===== src/rtl/dmem_pkg.sv =====
// ============================================================================
// Module  : dmem_pkg
// Purpose : Shared types, ByteEn encodings and sizing helper for dmem_responder.
// Revision: 1.0  initial release
// ============================================================================
`default_nettype none

package dmem_pkg;

   typedef enum logic [1:0] {
      IDLE = 2'd0,
      BUSY = 2'd1,
      RESP = 2'd2
   } state_t;

   localparam logic [3:0] BE_BYTE0   = 4'b0001;
   localparam logic [3:0] BE_BYTE1   = 4'b0010;
   localparam logic [3:0] BE_BYTE2   = 4'b0100;
   localparam logic [3:0] BE_BYTE3   = 4'b1000;
   localparam logic [3:0] BE_HALF_LO = 4'b0011;
   localparam logic [3:0] BE_HALF_HI = 4'b1100;
   localparam logic [3:0] BE_WORD    = 4'b1111;

   // Counter only ever holds values up to LATENCY-1.
   function automatic int cnt_width(input int latency);
      if (latency <= 2) return 1;
      return $clog2(latency);
   endfunction

endpackage

`default_nettype wire


===== src/rtl/dmem_responder_if.sv =====
// ============================================================================
// Module  : dmem_responder_if
// Purpose : Core load/store port bundle with request/ready handshake.
// Revision: 1.0  initial release
// ============================================================================
`default_nettype none

interface dmem_responder_if;
   logic        MemReq;
   logic        MemWrite;
   logic [31:0] DataAdr;
   logic [31:0] WriteData;
   logic [3:0]  ByteEn;
   logic [31:0] ReadData;
   logic        MemReady;
   logic        MemErr;
   logic        Busy;

   modport master (
      output MemReq, MemWrite, DataAdr, WriteData, ByteEn,
      input  ReadData, MemReady, MemErr, Busy
   );

   modport slave (
      input  MemReq, MemWrite, DataAdr, WriteData, ByteEn,
      output ReadData, MemReady, MemErr, Busy
   );
endinterface

`default_nettype wire


===== src/rtl/dmem_store_array.sv =====
// ============================================================================
// Module  : dmem_store_array
// Purpose : WORDS x 32 storage, four byte-lane write enables, async read port.
// Revision: 1.0  initial release
// ============================================================================
`default_nettype none

module dmem_store_array #(
   parameter int WORDS = 64,
   parameter int AW    = $clog2(WORDS)
) (
   input  wire logic          clk,
   input  wire logic          i_we,
   input  wire logic [AW-1:0] i_idx,
   input  wire logic [31:0]   i_wdata,
   input  wire logic [3:0]    i_be,
   output      logic [31:0]   o_rdata
);

   for (genvar gl = 0; gl < 4; gl++) begin : g_lane
      logic [7:0] r_lane [WORDS];

      always_ff @(posedge clk) begin
         if (i_we && i_be[gl]) begin
            r_lane[i_idx] <= i_wdata[8*gl +: 8];
         end
      end

      assign o_rdata[8*gl +: 8] = r_lane[i_idx];
   end

endmodule

`default_nettype wire


===== src/rtl/dmem_responder.sv =====
// ============================================================================
// Module  : dmem_responder
// Purpose : Data memory with request/ready handshake and fixed access latency.
//           Optional out-of-range detection enabled by DMEM_RANGE_CHECK_EN.
// Revision: 1.0  initial release
// ============================================================================
`default_nettype none

module dmem_responder
   import dmem_pkg::*;
#(
   parameter int WORDS   = 64,
   parameter int LATENCY = 2
) (
   input  wire logic       clk,
   input  wire logic       reset,
   dmem_responder_if.slave bus
);

   localparam int            AW         = $clog2(WORDS);
   localparam int            CW         = cnt_width(LATENCY);
   localparam logic [CW-1:0] C_CNT_LOAD = CW'(LATENCY - 1);

   state_t        r_state;
   state_t        w_next;
   logic [CW-1:0] r_cnt;
   logic          r_write;
   logic          r_oor;
   logic [AW-1:0] r_idx;
   logic [31:0]   r_wdata;
   logic [3:0]    r_be;
   logic [31:0]   r_rdata;

   logic          w_accept;
   logic          w_oor;
   logic          w_we;
   logic [31:0]   w_array_rd;
   logic          w_unused;

   assign w_accept = (r_state == IDLE) && bus.MemReq;
   assign w_unused = ^{bus.DataAdr[31:AW+2], bus.DataAdr[1:0]};

`ifdef DMEM_RANGE_CHECK_EN
   assign w_oor = |bus.DataAdr[31:AW+2];
`else
   assign w_oor = 1'b0;
`endif

   // Reset high in RESP aborts the access, so it must also block the write.
   assign w_we = (r_state == RESP) && r_write && !r_oor && !reset;

   always_ff @(posedge clk) begin
      if (reset) r_state <= IDLE;
      else       r_state <= w_next;
   end

   always_comb begin
      w_next = r_state;
      case (r_state)
         IDLE:    if (bus.MemReq) w_next = (LATENCY > 1) ? BUSY : RESP;
         BUSY:    if (r_cnt == CW'(1)) w_next = RESP;
         RESP:    w_next = IDLE;
         default: w_next = IDLE;
      endcase
   end

   always_ff @(posedge clk) begin
      if (reset) begin
         r_cnt   <= '0;
         r_write <= 1'b0;
         r_oor   <= 1'b0;
         r_idx   <= '0;
         r_wdata <= '0;
         r_be    <= '0;
         r_rdata <= '0;
      end else begin
         if (w_accept) begin
            r_cnt   <= C_CNT_LOAD;
            r_write <= bus.MemWrite;
            r_oor   <= w_oor;
            r_idx   <= bus.DataAdr[AW+1:2];
            r_wdata <= bus.WriteData;
            r_be    <= bus.ByteEn;
         end else if (r_state == BUSY) begin
            r_cnt <= r_cnt - CW'(1);
         end
         if ((r_state == RESP) && !r_write) begin
            r_rdata <= r_oor ? '0 : w_array_rd;
         end
      end
   end

   always_comb begin
      bus.MemReady = 1'b0;
      bus.MemErr   = 1'b0;
      bus.Busy     = (r_state != IDLE);
      bus.ReadData = r_rdata;
      if ((r_state == RESP) && !reset) begin
         bus.MemReady = 1'b1;
         bus.MemErr   = r_oor;
         if (!r_write) bus.ReadData = r_oor ? '0 : w_array_rd;
      end
   end

   dmem_store_array #(
      .WORDS (WORDS),
      .AW    (AW)
   ) u_store_array (
      .clk     (clk),
      .i_we    (w_we),
      .i_idx   (r_idx),
      .i_wdata (r_wdata),
      .i_be    (r_be),
      .o_rdata (w_array_rd)
   );

endmodule

`default_nettype wire


===== src/flat_wrapper.sv =====
// flat-port wrapper written by rule: the top's interface ports become plain ports
module dmem_responder_flat import dmem_pkg::*;
#(
   parameter int WORDS   = 64,
   parameter int LATENCY = 2
)
  (clk, reset, bus_MemReq, bus_MemWrite, bus_DataAdr, bus_WriteData, bus_ByteEn, bus_ReadData, bus_MemReady, bus_MemErr, bus_Busy);
  dmem_responder_if bus_i ();
  input  wire logic clk;
  input  wire logic reset;
  input wire logic [$bits(bus_i.MemReq)-1:0] bus_MemReq;
  input wire logic [$bits(bus_i.MemWrite)-1:0] bus_MemWrite;
  input wire logic [$bits(bus_i.DataAdr)-1:0] bus_DataAdr;
  input wire logic [$bits(bus_i.WriteData)-1:0] bus_WriteData;
  input wire logic [$bits(bus_i.ByteEn)-1:0] bus_ByteEn;
  output wire logic [$bits(bus_i.ReadData)-1:0] bus_ReadData;
  output wire logic [$bits(bus_i.MemReady)-1:0] bus_MemReady;
  output wire logic [$bits(bus_i.MemErr)-1:0] bus_MemErr;
  output wire logic [$bits(bus_i.Busy)-1:0] bus_Busy;
  assign bus_i.MemReq = bus_MemReq;
  assign bus_i.MemWrite = bus_MemWrite;
  assign bus_i.DataAdr = bus_DataAdr;
  assign bus_i.WriteData = bus_WriteData;
  assign bus_i.ByteEn = bus_ByteEn;
  assign bus_ReadData = bus_i.ReadData;
  assign bus_MemReady = bus_i.MemReady;
  assign bus_MemErr = bus_i.MemErr;
  assign bus_Busy = bus_i.Busy;
  dmem_responder #(.WORDS(WORDS), .LATENCY(LATENCY)) u_core (.clk(clk), .reset(reset), .bus(bus_i));
endmodule

===== config.mk =====
export PLATFORM = sky130hd
export DESIGN_NAME = dmem_responder_flat
export DESIGN_NICKNAME = d
export VERILOG_FILES = /design/src/rtl/dmem_pkg.sv /design/src/rtl/dmem_responder_if.sv /design/src/rtl/dmem_store_array.sv /design/src/rtl/dmem_responder.sv /design/src/flat_wrapper.sv
export SDC_FILE = /design/constraint.sdc
export NUM_CORES = 2
export LEC_CHECK = 0
export ABC_CLOCK_PERIOD_IN_PS = 2400
export CORE_ASPECT_RATIO = 0.7
export CORE_MARGIN = 4
export CORE_UTILIZATION = 25
export DETAILED_ROUTE_END_ITERATION = 8
export PLACE_DENSITY_LB_ADDON = 0.12
export SLEW_MARGIN = 5
export SYNTH_ARGS = -nofsm -noshare
export SYNTH_HDL_FRONTEND = slang
export SYNTH_SLANG_ARGS = --single-unit

===== constraint.sdc =====
create_clock -name clk -period 2.4 [get_ports clk]
set_input_delay 0.48 -clock clk [delete_from_list [all_inputs] [get_ports clk]]
set_output_delay 0.48 -clock clk [all_outputs]
set_load 0.01 [all_outputs]

m1.png
Scale bar: 200 um. Supply wires on this layer in grey.
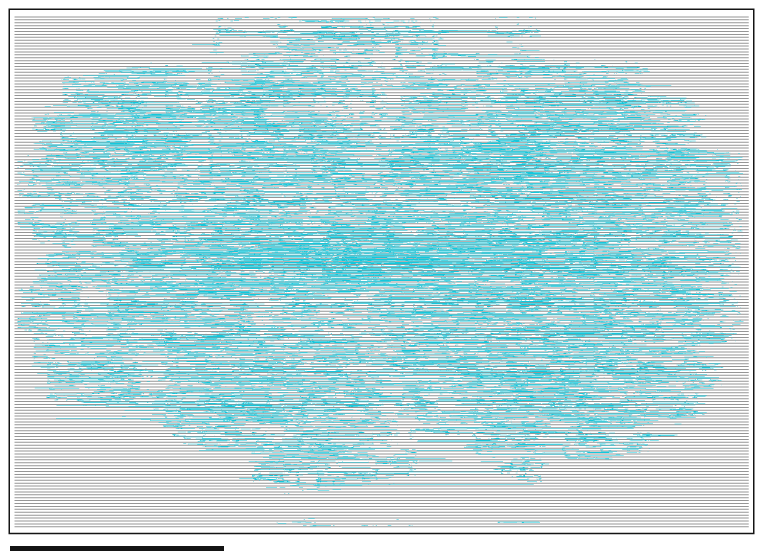
main direction = horizontal
share of all routed wire = 48%
via count: 45746
met1 usage in global routing: 26.7%

m2.png
Cells faint in the background.
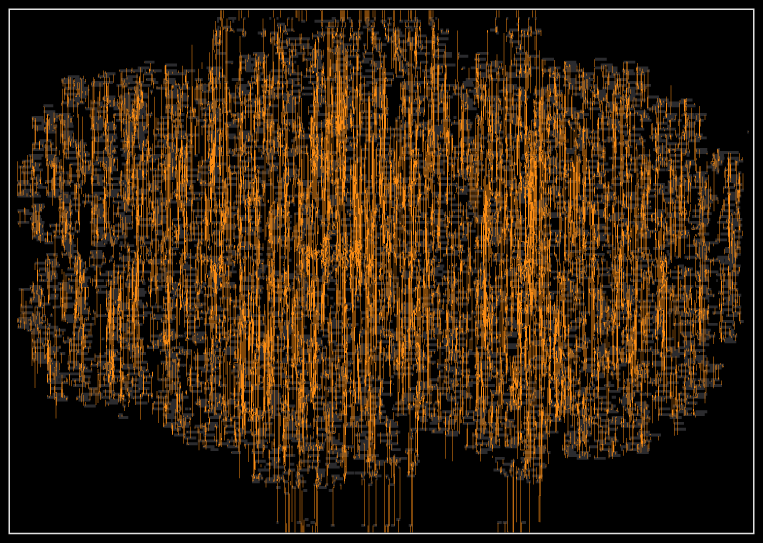
share of all routed wire = 44%
wire length on this layer = 135 mm
nets with wire on the layer = 4685
met2 usage: 26.4%
total wire length: 310 mm

==> flow_summary.yaml <==
# flow metrics
power:
  switchingPower_w: 0.0190
  p_sw_share_pct: 23.0
  seq_power_share_pct: 49.9
  p_leak_nw: 34.4
  pwr_density_cell_nw_per_um2: 762
  finalPower_w: 0.0825
  ir_drop_mv: 0.574
clock_tree:
  cts.sinks: 2132
  cts-root-buf: "clkbuf_16"
  numCtsBuffers: 225
  clkLatencyLatePin_ns: 0.91
  clock_path_buffers: 4
final_timing:
  period_minus_slack_ns: 4.26
  setup_ws_ns: -1.86
  tightest_slew_ns: 1.00
  period_used_pct: 178
  grt_setup_unrepaired: "yes"
  fmax_mhz: 235
  setup_violations: 64
  hold_viol_final: 0
  relSlewSlack_pct: 33.2
placement:
  place_hpwl_mm: 215
  portBuffers: 79
  dp.cells: 9167
setup_path:
  cp-end-kind: "output pin"
  critPathLaunchType: "flop"
  critPathMaxFanout: 10
  worstSetupPathType: "flop to output pin"
die:
  core_area_um2: 326000
  io_pins: 107
  die-area_um2: 338000
  rows: 175
  fp_util_pct: 25.2
logic_synthesis:
  area_leaders: "edfxtp_1, mux4_2, mux2i_1"
  yosys.area.top_type: "edfxtp_1"
  yosys_cells: 4108
  xor_share_pct: 0
  syn_area_per_cell_um2: 20.0
  logic_family: "multiplexers"
  aoi_share_pct: 3.64
  flop_cell: "edfxtp_1"
  yosys-stat-area_um2: 82300
  synth_top_area_share_pct: 74.8
  adder_share_pct: 0
  netlist_instances: 4108
  synthMuxAreaShare_pct: 14.6
  synth-edff-count: 2048
min_path:
  hp-class: "input port to flop"
  hold_start: "bus_WriteData[26]"
global_route:
  grt_use_total_pct: 17.8
  first_global_vias: 45516
  grt_pass1_wl_mm: 412
  antenna_found_initial: 9
detailed_routing:
  ant_nets: 0
  drt-pass1-iter-count: 6
  drtIter0Drc: 4392
  wl_per_cell_um: 31.7
  vias_per_cell: 4.68
cells_and_area:
  layout.nets: 5325
  stdcell_count: 9778
  syn_to_final_growth_pct: 31.7
  final_cell_mix: "edfxtp_1, buf_4, mux4_2"
  layout_top_cell: "edfxtp_1"
  fillCellCount: 31246
outcome:
  violations: "negative setup slack"
  status: "complete, but fails checks"
m3.png
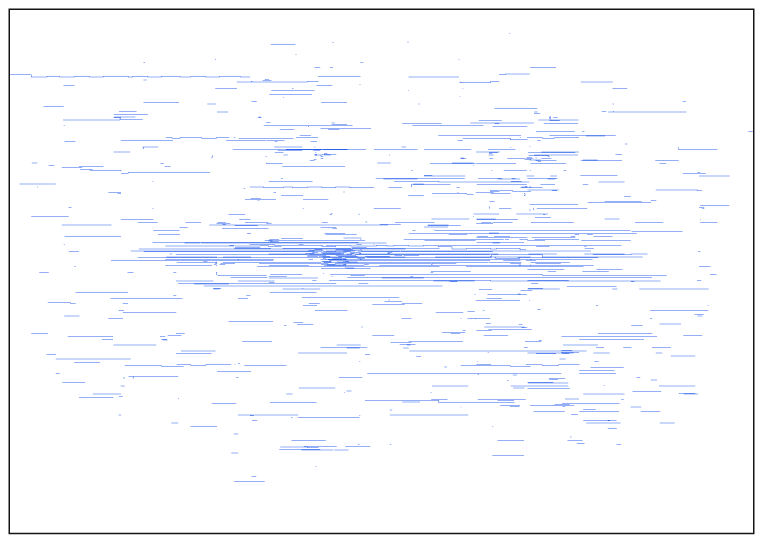
longest straight run = 284 um
share of all routed wire = 6.3%

m4.png
Supply wires on this layer in grey.
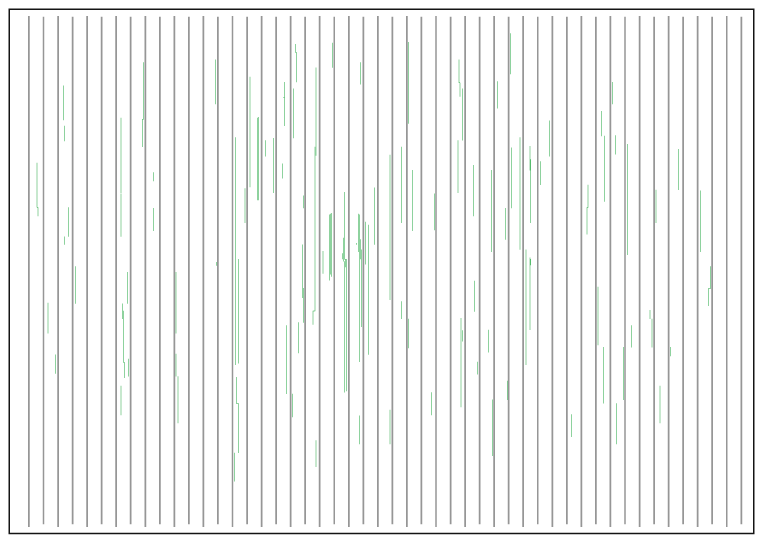
share of all routed wire = 1.8%
wire length on this layer = 5490 um

-- synthesized netlist by cell type (all sizes together), types with 7 or more instances --
library cell / n
nand2b: 8
nand2: 239
a21oi: 71
nor2b: 16
mux2: 10
edfxtp: 2048
a22oi: 107
o211ai: 9
and2: 7
mux2i: 201
clkbuf: 100
a22o: 14
a21o: 40
nor4: 10
o221ai: 8
dfxtp: 84
a221oi: 13
nor2: 295
nand3: 27
a211oi: 23
nor3: 16
o21ai: 34
buf: 141
mux4: 439
o22ai: 79
-- final cells by class --
class	instances	area [um2]	share of cell area, %
flip-flops and latches	2132	63200	58.4
repair buffers	1159	12900	11.9
well taps	4336	5430	5.01
clock buffers	275	5850	5.40
clock inverters	136	1280	1.19
multi-input cells	1731	19600	18.1
inverters	4	15.0	0.0139
diodes	5	12.5	0.0115
-- power groups by stage --
stage          logic [W]  clock network (W)  registers (W)
2_1_floorplan    0.00231                  0         0.0421
3_3_place_gp     0.00556                  0         0.0420
3_5_place_dp     0.00557                  0         0.0420
4_1_cts          0.00615             0.0358         0.0411
5_1_grt          0.00685             0.0374         0.0411
6_report         0.00656             0.0348         0.0412
-- flip-flops by register name (all words and copies together) (netlist names), named ones only --
| register | cells |
|---|---|
| u_core.u_store_array.g_lane.r_lane | 2048 |
| u_core.r_rdata | 32 |
| u_core.r_wdata | 32 |
| u_core.r_idx | 6 |
| u_core.r_be | 4 |
| u_core.r_state | 2 |
| u_core.r_cnt | 1 |
| u_core.r_write | 1 |
-- metrics by stage --
stage / setup slack [ns] / setup TNS [ns] / instance area [um2] / util (%) / hold WS (ns)
floorplan: -0.101 / -2.19 / 82500 / - / 0.423
global placement: -1.80 / -663.94 / 96800 / 29.7 / 0.431
detailed placement: -1.78 / -677.24 / 96800 / 29.7 / 0.434
CTS: -2.07 / -67.79 / 106000 / 32.6 / 0.0310
global route: -1.96 / -68.15 / 108000 / 33.2 / 0.0908
finish: -1.86 / -62.08 / 108000 / 33.2 / 0.114
-- what timing repair did --
action / in CTS / in global routing
hold buffers: 1 / 0
gates cloned: 9 / 6
resized: 417 / 293
endpoints found under the setup margin: 125 / 502
setup buffers: 81 / 134
pin swaps: 53 / 112
endpoints found under the hold margin: 10 / 0
-- critical path, stage by stage, from the launching register on --
cell      delay [ns]
dfxtp_4         0.39
buf_4           0.15
buf_4           0.17
nand3b_1        0.22
buf_4           0.18
o221ai_4        0.22
buf_6           0.18
o32ai_2         0.08
a221oi_2        0.32
buf_4           0.17
o211ai_1        0.33
buf_4           0.28
nand2_2         0.06
buf_6           0.10
-- routing by layer --
layer  GRT usage, %  wire length [um]
met1           26.7            149000
met2           26.4            135000
met3           3.86             19500
met4           3.51              5490
met5          0.669               309
-- cell families after synthesis --
logic type / count (synthesis)
muxes: 650
AOI/OAI and AO/OA: 430
DFF: 2132
other: 1
and+or+nand+nor: 650
buffers and inverters: 245
-- final timing paths --
path	end	cells past startpoint	slack (ns)
worst max-delay path	bus_ReadData[10]	13	-1.86
worst min-delay path	u_core.r_wdata[26]$_SDFFE_PP0P_	3	0.11
worst max register to register	u_core.r_rdata[10]$_SDFFE_PP0P_	10	-0.49
worst min register to register	u_core.r_rdata[7]$_SDFFE_PP0P_	2	0.44
Power is estimated from default activity; no workload was simulated.
